**config.mk**
```make
export PLATFORM = sky130hd
export DESIGN_NAME = apb_slave_regs
export DESIGN_NICKNAME = d
export VERILOG_FILES = /design/src/rtl/apb_slave_regs.sv
export SDC_FILE = /design/constraint.sdc
export NUM_CORES = 1
export LEC_CHECK = 0
export CAP_MARGIN = 10
export CORE_MARGIN = 3
export CORE_UTILIZATION = 55
export DETAILED_ROUTE_END_ITERATION = 8
export HOLD_SLACK_MARGIN = 0.08
export PLACE_DENSITY_LB_ADDON = 0.25
export RECOVER_POWER = 100
export SETUP_SLACK_MARGIN = 0.3
export SKIP_CTS_REPAIR_TIMING = 1
export SLEW_MARGIN = 5
export SYNTH_ARGS = -nofsm -noshare
export SYNTH_HDL_FRONTEND = slang
export SYNTH_SLANG_ARGS = --single-unit
```
**constraint.sdc**
```tcl
create_clock -name pclk_i -period 15.41 [get_ports pclk_i]
set_clock_uncertainty 0.1 [all_clocks]
set_input_delay 2.3115 -clock pclk_i [delete_from_list [all_inputs] [get_ports pclk_i]]
set_output_delay 2.3115 -clock pclk_i [all_outputs]
set_load 0.01 [all_outputs]
```
**src/rtl/apb_slave_regs.sv**
```systemverilog
// APB slave with an 8-word register map (R0..R6 RW, 0x1C RO ID); APB_SLAVE_WRCNT_EN turns 0x18 into a RO count of successful writes.
// Latency: PREADY rises WAIT_CYCLES+1 cycles after the first PENABLE=1 cycle; PRDATA/PSLVERR are valid with it.
// Backpressure: PREADY is held low for WAIT_CYCLES ACCESS cycles; dropping PSEL aborts the transfer with no side effects.
module apb_slave_regs #(
  parameter int unsigned WAIT_CYCLES = 1,
  parameter logic [31:0] ID_VALUE    = 32'h4150_4253
) (
  input  logic        pclk_i,
  input  logic        preset_i,
  input  logic        psel_i,
  input  logic        penable_i,
  input  logic        pwrite_i,
  input  logic [31:0] paddr_i,
  input  logic [31:0] pwdata_i,
  output logic [31:0] prdata_o,
  output logic        pready_o,
  output logic        pslverr_o
);

  typedef enum logic [1:0] {IDLE, SETUP, ACCESS, DONE} state_t;

  state_t      state_q, state_d;
  logic [3:0]  cnt_q, cnt_d;
  logic [31:0] addr_q, addr_d;
  logic [31:0] wdata_q, wdata_d;
  logic        wr_q, wr_d;
  logic [31:0] prdata_q, prdata_d;
  logic        pready_q, pready_d;
  logic        pslverr_q, pslverr_d;
  logic [31:0] regs_q [6];
  logic [31:0] regs_d [6];
`ifdef APB_SLAVE_WRCNT_EN
  logic [31:0] wrcnt_q, wrcnt_d;
`else
  logic [31:0] r6_q, r6_d;
`endif

  // With zero wait states the transfer completes straight out of SETUP,
  // so the live bus is used instead of the captured copy.
  logic        xfer_from_bus;
  logic [31:0] xfer_addr;
  logic [31:0] xfer_wdata;
  logic        xfer_wr;
  logic [2:0]  widx;
  logic        ro_hit;
  logic        xfer_err;
  logic        commit;
  logic [31:0] rdata;

  assign xfer_from_bus = (state_q == SETUP);
  assign xfer_addr     = xfer_from_bus ? paddr_i  : addr_q;
  assign xfer_wdata    = xfer_from_bus ? pwdata_i : wdata_q;
  assign xfer_wr       = xfer_from_bus ? pwrite_i : wr_q;
  assign widx          = xfer_addr[4:2];

`ifdef APB_SLAVE_WRCNT_EN
  assign ro_hit = (widx == 3'd7) || (widx == 3'd6);
`else
  assign ro_hit = (widx == 3'd7);
`endif

  assign xfer_err = (xfer_addr[1:0] != 2'b00) || (xfer_addr > 32'h0000_001C) ||
                    (xfer_wr && ro_hit);

  always_comb begin
    rdata = ID_VALUE;
    case (widx)
`ifdef APB_SLAVE_WRCNT_EN
      3'd6:    rdata = wrcnt_q;
`else
      3'd6:    rdata = r6_q;
`endif
      3'd7:    rdata = ID_VALUE;
      default: rdata = regs_q[widx];
    endcase
  end

  always_comb begin
    state_d   = state_q;
    cnt_d     = cnt_q;
    addr_d    = addr_q;
    wdata_d   = wdata_q;
    wr_d      = wr_q;
    prdata_d  = prdata_q;
    pready_d  = 1'b0;
    pslverr_d = pslverr_q;
    regs_d    = regs_q;
`ifdef APB_SLAVE_WRCNT_EN
    wrcnt_d   = wrcnt_q;
`else
    r6_d      = r6_q;
`endif
    commit    = 1'b0;

    case (state_q)
      IDLE: begin
        if (psel_i && !penable_i) begin
          state_d   = SETUP;
          pslverr_d = 1'b0;
        end
      end
      SETUP: begin
        if (!psel_i) begin
          state_d = IDLE;
        end else if (penable_i) begin
          addr_d  = paddr_i;
          wdata_d = pwdata_i;
          wr_d    = pwrite_i;
          cnt_d   = 4'(WAIT_CYCLES);
          if (WAIT_CYCLES == 0) begin
            state_d = DONE;
            commit  = 1'b1;
          end else begin
            state_d = ACCESS;
          end
        end
      end
      ACCESS: begin
        if (!psel_i) begin
          state_d = IDLE;
        end else begin
          cnt_d = cnt_q - 4'd1;
          if (cnt_q <= 4'd1) begin
            state_d = DONE;
            commit  = 1'b1;
          end
        end
      end
      DONE:    state_d = IDLE;
      default: state_d = IDLE;
    endcase

    if (commit) begin
      pready_d  = 1'b1;
      pslverr_d = xfer_err;
      if (!xfer_err) begin
        if (xfer_wr) begin
          if (widx == 3'd6) begin
`ifndef APB_SLAVE_WRCNT_EN
            r6_d = xfer_wdata;
`endif
          end else begin
            regs_d[widx] = xfer_wdata;
          end
`ifdef APB_SLAVE_WRCNT_EN
          wrcnt_d = wrcnt_q + 32'd1;
`endif
        end else begin
          prdata_d = rdata;
        end
      end
    end
  end

  always_ff @(posedge pclk_i or posedge preset_i) begin
    if (preset_i) begin
      state_q   <= IDLE;
      cnt_q     <= '0;
      addr_q    <= '0;
      wdata_q   <= '0;
      wr_q      <= 1'b0;
      prdata_q  <= '0;
      pready_q  <= 1'b0;
      pslverr_q <= 1'b0;
      for (int i = 0; i < 6; i++) regs_q[i] <= '0;
`ifdef APB_SLAVE_WRCNT_EN
      wrcnt_q   <= '0;
`else
      r6_q      <= '0;
`endif
    end else begin
      state_q   <= state_d;
      cnt_q     <= cnt_d;
      addr_q    <= addr_d;
      wdata_q   <= wdata_d;
      wr_q      <= wr_d;
      prdata_q  <= prdata_d;
      pready_q  <= pready_d;
      pslverr_q <= pslverr_d;
      for (int i = 0; i < 6; i++) regs_q[i] <= regs_d[i];
`ifdef APB_SLAVE_WRCNT_EN
      wrcnt_q   <= wrcnt_d;
`else
      r6_q      <= r6_d;
`endif
    end
  end

  assign prdata_o  = prdata_q;
  assign pready_o  = pready_q;
  assign pslverr_o = pslverr_q;

endmodule

```
run_1/sizes.png
(2 px per um)
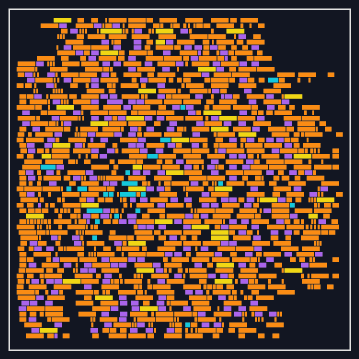
_2 cells: shown in purple, cells 288, most used mux2_2. _0 and _1 cells: shown in orange, cells 881, most used dfrtp_1. _6 and larger: shown in yellow, cells 42, most used clkbuf_16. _3 and _4 cells: shown in cyan, cells 21, most used buf_4.

run_1/flops_by_reg.png
(2 px per um)
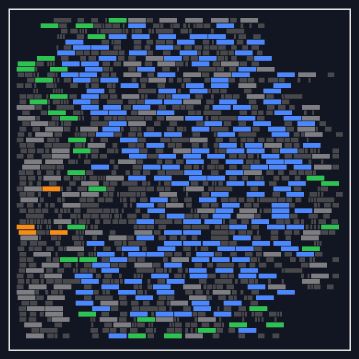
wdata_q: shown in green, placed flops 32, where all over the die. regs_q: shown in blue, placed flops 192. cnt_q: shown in orange, placed flops 4.
Another 101 sequential cells are not coloured.

==> results.py, run 1 <==
# Generated from Yosys and OpenROAD reports
metrics = {
    "outcome": {
        "status": "complete, but fails checks",
        "violations": "max-capacitance violations, max-slew violations",
    },
    "die": {
        "core_mm2": 0.0262,
        "io_pins": 103,
        "die_h_um": 170,
    },
    "global_routing": {
        "use_met3_pct": 4.40,
        "antenna_found_initial": 2,
        "met2_usage_pct": 39.1,
        "grt_max_degree": 116,
    },
    "clock_network": {
        "cts_buffer_depth": 3,
        "cts_tree": "done",
    },
    "critical_path": {
        "critPathMaxFanout": 115,
        "path_buffers": 3,
        "reg2reg_from": "state_q[1]",
        "worstReg2RegEnd": "regs_q[175]",
        "worstSetupStartpointType": "input pin",
        "setup.worst_path.end_class": "async pin",
        "critPathSlowestCell": "clkinvlp_2",
        "r2r_setup_slack_ns": 9.42,
    },
    "routing": {
        "vias": 9577,
        "drt_iter0_drc": 641,
        "vias_per_cell": 6.11,
        "finalWirelength_um": 34300,
    },
    "finish": {
        "fillers": 2019,
        "final_cell_count_no_fill": 1568,
        "largest_reg_flops": 192,
        "synthToLayoutAreaGrowth_pct": 14.8,
    },
    "flow_run": {
        "openroad.warnings": 29,
        "cap_violations": 12,
    },
    "logic_synthesis": {
        "netlist_area_mm2": 0.0147,
        "syn_area_per_cell_um2": 13.1,
        "yosys-stat-area_mm2": 0.0147,
        "ff_type": "dfrtp_1",
        "async_reset_ff_share_pct": 100,
        "synthesis.nets": 1199,
        "ys_warn_count": 0,
        "synthCells": 1128,
        "yosysUniqueCellTypes": 49,
    },
    "timing": {
        "hold_violations": 0,
        "fin_crit_sh_pct": 54.9,
        "rsz0062_at_grt": "false",
        "slew_violations": 511,
    },
    "worst_hold_path": {
        "whs_path_depth": 2,
        "hold_path_end": "prdata_o[19]",
    },
    "power": {
        "p_leak_nw": 8.16,
        "powerDensity_mw_per_mm2": 123,
    },
    "placement": {
        "place.detailed.hpwl_um": 21200,
    },
}
run_1/layer_met3.png
(1.5 px per um)
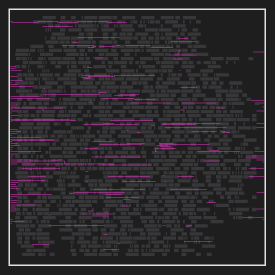
The wires run mostly horizontal. The longest straight run is 61.2 um. The layer holds 5.9% of the routed length.

run_1/placement.png
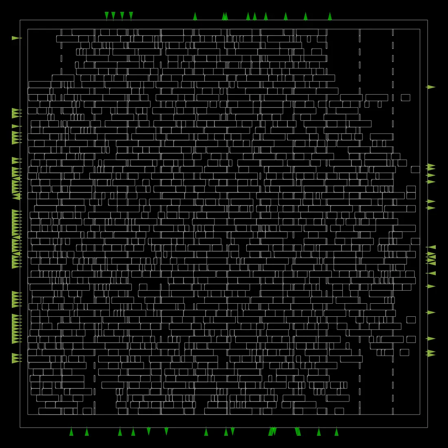
Tapcell Cnt: 335
num rows: 59
Final Core Density: 64.6%

## run 1: cells by family (layout without fill, tap and decap cells)
| group | count (synthesis) | count (layout) | synth area share (%) |
|---|---|---|---|
| flops | 329 | 329 | 55.9 |
| mux | 325 | 325 | 25.5 |
| simple gates | 211 | 211 | 6.84 |
| compound gates | 179 | 179 | 8.92 |
| buf+inv | 81 | 185 | 2.66 |
| fa+ha+maj | 2 | 2 | 0.170 |
| xor+xnor | 1 | 1 | 0.0594 |
| other cells | 0 | 1 | 0 |
## run 1: per-layer routing
layer,share of wire (%),vias to the layer above,wire length (um)
met3,5.9,42,2040
met1,46,4967,15600
met4,1.5,2,519
met5,0.020,-,7
li1,-,4308,-
met2,47,258,16100
## run 1: Yosys cell counts (4+ instances only)
cell type	count	share of area, %
a221oi_1	33	2.0
mux2_4	30	3.1
a21oi_1	20	0.68
a32o_1	6	0.41
nand2b_1	8	0.34
a22oi_1	20	1.0
buf_1	13	0.33
nand3_1	17	0.58
buf_6	6	0.46
nor2_1	17	0.43
a22o_1	21	1.2
o2bb2ai_1	14	0.83
mux2i_1	20	1.4
inv_1	4	0.10
o21ai_0	43	1.5
nand2_1	131	3.3
clkbuf_1	28	0.71
mux2_2	274	21
nor4_1	13	0.55
dfrtp_1	329	56
a222oi_1	6	0.41
o211ai_1	8	0.41
buf_2	28	0.95
## run 1: worst reg2reg max path: cells and delay by family (launching register included)
family	cells	cell delay (ns)
compound gates	2	0.49
buf+inv	2	1.46
flops	1	0.56
mux	1	0.43
simple gates	3	2.84
## run 1: where the power goes
part           total, mW  switching (mW)  internal, mW
Clock              0.794           0.323         0.471
Combinational      0.341           0.226         0.114
Sequential         0.950          0.0329         0.917
Total               2.08           0.582          1.50
## run 1: stage by stage
stage / utilization, % / area [um^2] / power [mW] / hold slack, ns
after global placement: 61.3 / 16100 / 1.30 / 0.363
after CTS: 65.4 / 17100 / 2.10 / 0.382
after global routing: 64.6 / 16900 / 2.17 / 0.396
after floorplan: - / 14700 / 1.17 / 0.370
final: 64.6 / 16900 / 2.08 / 0.369
after detailed placement: 61.3 / 16100 / 1.31 / 0.369
## run 1: placed cells by master, fill, tap and decap left out, types with 21 or more instances in the layout
cell / netlist / final
nand2_1: 131 / 131
clkbuf_16: 0 / 37
mux2_2: 274 / 272
dlygate4sd3_1: 0 / 40
clkdlybuf4s50_1: 0 / 62
a221oi_1: 33 / 33
mux2_1: 0 / 29
a22o_1: 21 / 21
o21ai_0: 43 / 44
dfrtp_1: 329 / 329
## run 1: area by class of cell
cell class                      count  share of cell area [%]
Multi-Input combinational cell    718                    35.6
Clock inverter                      7                   0.355
Sequential cell                   329                    48.6
Tap cell                          335                    2.48
Timing Repair Buffer              125                    6.83
Clock buffer                       49                    5.97
Inverter                            4                  0.0961
Antenna cell                        1                  0.0148
## run 1: how the worst max path moves through the flow
stage | startpoint | to | cells after the start
after global routing | preset_i | addr_q[3] | 3
after floorplan | preset_i | addr_q[0] | 1
after detailed placement | paddr_i[4] | regs_q[175] | 7
after global placement | paddr_i[4] | regs_q[171] | 7
after CTS | paddr_i[4] | regs_q[175] | 7
final | preset_i | addr_q[3] | 3
==> run 1 -> run 2 <==
--- a/config.mk
+++ b/config.mk
@@ -7,7 +7,7 @@
 export LEC_CHECK = 0
 export CAP_MARGIN = 10
 export CORE_MARGIN = 3
-export CORE_UTILIZATION = 55
+export CORE_UTILIZATION = 53
 export DETAILED_ROUTE_END_ITERATION = 8
 export HOLD_SLACK_MARGIN = 0.08
 export PLACE_DENSITY_LB_ADDON = 0.25
==> constraint.sdc (replaced) <==
create_clock -name pclk_i -period 7.31 [get_ports pclk_i]
set_clock_uncertainty 0.1 [all_clocks]
set_input_delay 1.0965 -clock pclk_i [delete_from_list [all_inputs] [get_ports pclk_i]]
set_output_delay 1.0965 -clock pclk_i [all_outputs]
set_load 0.01 [all_outputs]
run_2/placement_by_type.png
(3 px per um)
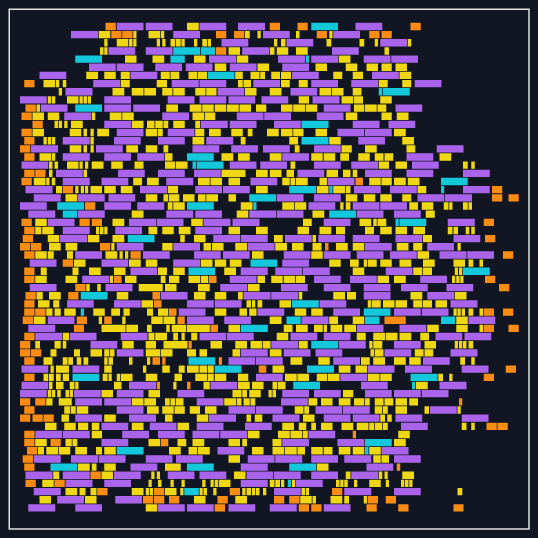
combinational and other logic: shown in yellow, cells 722. other buffers and delay cells: shown in orange, cells 124. clock drivers and dummy loads: shown in cyan, cells 55. flops: shown in purple, cells 329.

run_2/layer_met3.png
(1.5 px per um)
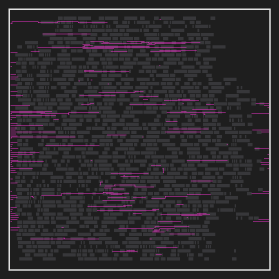
The layer carries 1960 um of wire. The layer holds 5.7% of the routed length. The longest straight run is 98.9 um. 124 nets have wire on it.

==> results.py, run 2 <==
# Generated from Yosys and OpenROAD reports
metrics = {
    "logic_synthesis": {
        "ff_type": "dfrtp_1",
        "synth-compound-area-share_pct": 8.92,
        "ys_warn_count": 0,
        "netlist_area_mm2": 0.0147,
        "mux_share_pct": 25.5,
        "yosysUniqueCellTypes": 49,
        "yosys-stat-area_mm2": 0.0147,
        "synthesis.nets": 1199,
        "syn_area_per_cell_um2": 13.1,
        "top_area_cell": "dfrtp_1",
        "yosysMostFrequentCell": "dfrtp_1",
        "top_logic_kind": "multiplexers",
        "synthTopCellsByCount": "329 x dfrtp_1, 274 x mux2_2, 131 x nand2_1",
        "ys_sh_simple_pct": 6.84,
        "async_reset_ff_share_pct": 100,
        "synth-xor-area-share_pct": 0.0594,
        "synth_top_area_share_pct": 55.9,
        "yosys.area_share.adder_pct": 0.170,
    },
    "global_routing": {
        "antenna_found_initial": 0,
        "grt_max_degree": 147,
    },
    "finish": {
        "final_cell_count_no_fill": 1602,
        "largest_reg_flops": 192,
        "layout_top_cells": "329 x dfrtp_1, 272 x mux2_2, 131 x nand2_1",
        "synthToLayoutAreaGrowth_pct": 15.0,
        "fillers": 2175,
    },
    "timing": {
        "slew_violations": 448,
        "hold_violations": 0,
        "fin_crit_sh_pct": 77.3,
        "rsz0062_at_grt": "false",
    },
    "critical_path": {
        "worstSetupStartpointType": "input pin",
        "setup.worst_path.end_class": "flop",
        "cp.arrival_ns": 5.93,
        "critPathMaxFanout": 27,
    },
    "clock_network": {
        "cts_buffer_depth": 3,
        "cts_tree": "done",
    },
    "placement": {
        "place.detailed.hpwl_um": 20900,
    },
    "flow_run": {
        "cap_violations": 12,
    },
    "die": {
        "rows": 60,
        "io_pins": 103,
        "core_mm2": 0.0272,
    },
    "routing": {
        "finalWirelength_um": 34100,
        "drt_iter0_drc": 681,
        "vias_per_cell": 5.96,
    },
    "power": {
        "p_leak_nw": 8.15,
        "powerDensity_mw_per_mm2": 259,
    },
    "outcome": {
        "status": "complete, but fails checks",
        "violations": "max-capacitance violations, max-slew violations",
    },
}
-- run 2: layer usage --
| layer | vias to the layer above | wire (um) | global-route usage, % |
|---|---|---|---|
| met4 | 0 | 470 | 4.63 |
| met3 | 31 | 1960 | 4.22 |
| met5 | - | 0 | 0 |
| met2 | 250 | 15900 | 37.1 |
| li1 | 4324 | - | - |
| met1 | 4949 | 15800 | 33.4 |
-- run 2: final cells by class --
| cell class | instances | share of cell area, % |
|---|---|---|
| flip-flops and latches | 329 | 48.6 |
| clock buffers | 55 | 6.27 |
| multi-input cells | 718 | 35.5 |
| well taps | 372 | 2.75 |
| repair buffers | 124 | 6.87 |
| inverters | 4 | 0.0959 |
-- run 2: final timing paths --
| path | to | slack (ns) | depth (start not counted) | startpoint |
|---|---|---|---|---|
| min reg2reg | prdata_o[12] | 0.37 | 2 | prdata_o[12] |
| min | prdata_o[12] | 0.37 | 2 | prdata_o[12] |
| max | regs_q[27] | 1.66 | 6 | paddr_i[3] |
| max reg2reg | regs_q[27] | 1.83 | 5 | addr_q[3] |
| max in group asynchronous | prdata_o[18] | 2.93 | 3 | preset_i |
| min in group asynchronous | regs_q[70] | 1.02 | 2 | preset_i |
-- run 2: critical path, cell delays in order --
cell and delay, ns:
dlygate4sd3_1 0.66, nand4bb_1 0.23, o21ai_1 1.45, nand3b_1 0.95
clkbuf_1 0.94, mux2_2 0.57
-- run 2: power breakdown --
part           internal [mW]  leakage, nW  switching, mW
Combinational          0.242         3.16          0.476
Clock                  0.988        0.519          0.683
Sequential              1.93         4.46         0.0707
-- run 2: cell families after synthesis --
kind of cell,Yosys count
buffers and inverters,81
adder cells (fa/ha/maj),2
flip-flops,329
multiplexers,325
AND/OR/NAND/NOR,211
AND-OR/OR-AND,179
XOR/XNOR,1
-- run 2: through the flow --
step                worst slack [ns]  util (%)  instance area [um^2]  hold WS, ns  total power [mW]
floorplan                       1.72         -                 14700        0.370              2.47
global placement                2.80      59.3                 16100        0.364              2.74
detailed placement              2.71      59.3                 16100        0.369              2.76
CTS                             3.22      63.3                 17200        0.382              4.43
global route                    1.55      62.4                 17000        0.395              4.58
finish                          1.66      62.4                 17000        0.372              4.39
==> run 2 -> run 3 <==
==> constraint.sdc (replaced) <==
create_clock -name pclk_i -period 4.8 [get_ports pclk_i]
set_clock_uncertainty 0.1 [all_clocks]
set_input_delay 0.72 -clock pclk_i [delete_from_list [all_inputs] [get_ports pclk_i]]
set_output_delay 0.72 -clock pclk_i [all_outputs]
set_load 0.01 [all_outputs]
run_3/flops_by_reg.png
(2 px per um)
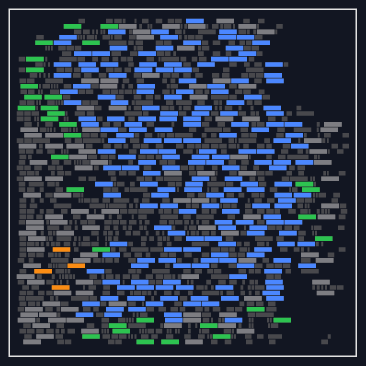
cnt_q: shown in orange, placed flops 4, where lower left. wdata_q: shown in green, placed flops 32, where all over the die. regs_q: shown in blue, placed flops 192.
Another 101 sequential cells are not coloured.

run_3/placement_by_type.png
(3 px per um)
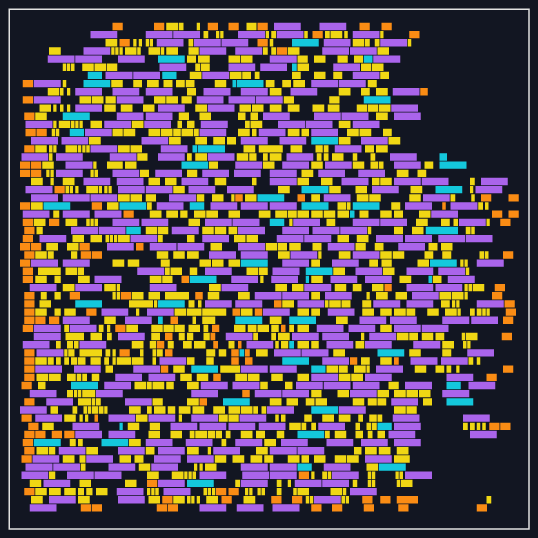
clock drivers and dummy loads: shown in cyan, cells 60. combinational and other logic: shown in yellow, cells 722. flops: shown in purple, cells 329. other buffers and delay cells: shown in orange, cells 134.

==> results.py, run 3 <==
# Generated from Yosys and OpenROAD reports
metrics = {
    "global_routing": {
        "grt_max_degree": 122,
        "busiest_layer": "met2",
        "gr-usage-met1_pct": 33.7,
        "antenna_found_initial": 0,
    },
    "flow_run": {
        "openroad.warnings": 32,
        "cap_violations": 2,
    },
    "logic_synthesis": {
        "yosys-stat-area_mm2": 0.0147,
        "yosysUniqueCellTypes": 49,
        "synthTopCellsByCount": "329 x dfrtp_1, 274 x mux2_2, 131 x nand2_1",
        "ff_type": "dfrtp_1",
        "syn_area_per_cell_um2": 13.1,
        "netlist_area_mm2": 0.0147,
        "async_reset_ff_share_pct": 100,
        "ys_warn_count": 0,
    },
    "critical_path": {
        "critPathMaxFanout": 22,
        "cp.arrival_ns": 4.30,
    },
    "clock_network": {
        "cts_tree": "done",
        "cts_buffer_depth": 3,
    },
    "timing": {
        "slew_violations": 147,
        "hold_slack_ns": 0.369,
        "fin_crit_sh_pct": 83.6,
    },
    "die": {
        "io_pins": 103,
        "core_mm2": 0.0272,
        "die_h_um": 173,
    },
    "outcome": {
        "violations": "max-capacitance violations, max-slew violations",
        "status": "complete, but fails checks",
    },
    "routing": {
        "finalWirelength_um": 34600,
        "vias_per_cell": 5.93,
        "drt_iter0_drc": 670,
    },
    "finish": {
        "largest_reg_flops": 192,
        "synthToLayoutAreaGrowth_pct": 16.5,
    },
    "placement": {
        "place.detailed.hpwl_um": 21600,
    },
}
-- run 3: final cells by class --
| cell class | instances | area, um^2 |
|---|---|---|
| Fill cell | 2177 | 10000 |
| Sequential cell | 329 | 8230 |
| Multi-Input combinational cell | 718 | 6060 |
| Timing Repair Buffer | 134 | 1250 |
| Clock buffer | 51 | 1080 |
| Tap cell | 372 | 465 |
| Clock inverter | 9 | 76.3 |
| Inverter | 4 | 16.3 |
-- run 3: path summary, 6_finish.rpt --
| kind | start | to | slack (ns) | depth (start not counted) |
|---|---|---|---|---|
| max in group asynchronous | preset_i | regs_q[114] | 1.46 | 3 |
| worst max-delay path | state_q[0] | r6_q[22] | 0.79 | 7 |
| min in group asynchronous | preset_i | prdata_o[6] | 0.86 | 2 |
| worst min-delay path | prdata_o[12] | prdata_o[12] | 0.37 | 2 |
| worst min register to register | prdata_o[12] | prdata_o[12] | 0.37 | 2 |
| worst max register to register | state_q[0] | r6_q[22] | 0.79 | 7 |
-- run 3: power breakdown --
group / switching, mW / internal [mW]
combinational: 0.739 / 0.371
clock: 1.07 / 1.61
sequential: 0.109 / 2.94
-- run 3: logic make-up after synthesis --
family          count (synthesis)  synth area share [%]
mux                           325                  25.5
flops                         329                  55.9
fa+ha+maj                       2                 0.170
compound gates                179                  8.92
buf+inv                        81                  2.66
xor+xnor                        1                0.0594
simple gates                  211                  6.84
-- run 3: per-layer routing --
| metal | up-vias | routed length [um] |
|---|---|---|
| met5 | - | 0 |
| met2 | 260 | 16000 |
| li1 | 4331 | - |
| met4 | 0 | 566 |
| met3 | 44 | 2040 |
| met1 | 4951 | 16000 |
-- run 3: metrics by stage --
| step | setup slack [ns] | cells | total power [mW] | area (um^2) | util, % |
|---|---|---|---|---|---|
| floorplan | -0.413 | 1128 | 3.77 | 14700 | - |
| global placement | 1.05 | 1557 | 4.20 | 16200 | 59.7 |
| detailed placement | 0.966 | 1557 | 4.22 | 16200 | 59.7 |
| CTS | 1.38 | 1617 | 6.91 | 17400 | 63.9 |
| global route | 0.613 | 1617 | 7.14 | 17200 | 63.2 |
| finish | 0.789 | 1617 | 6.84 | 17200 | 63.2 |
-- run 3: worst max-delay path: stages (launching register included) --
cell,delay [ns]
dfrtp_1,0.49
nor2b_4,0.73
clkbuf_1,0.47
nor3_1,0.19
o211ai_1,0.59
nand2b_1,0.21
clkbuf_1,0.70
mux2_2,0.42
Power is estimated from default activity; no workload was simulated.
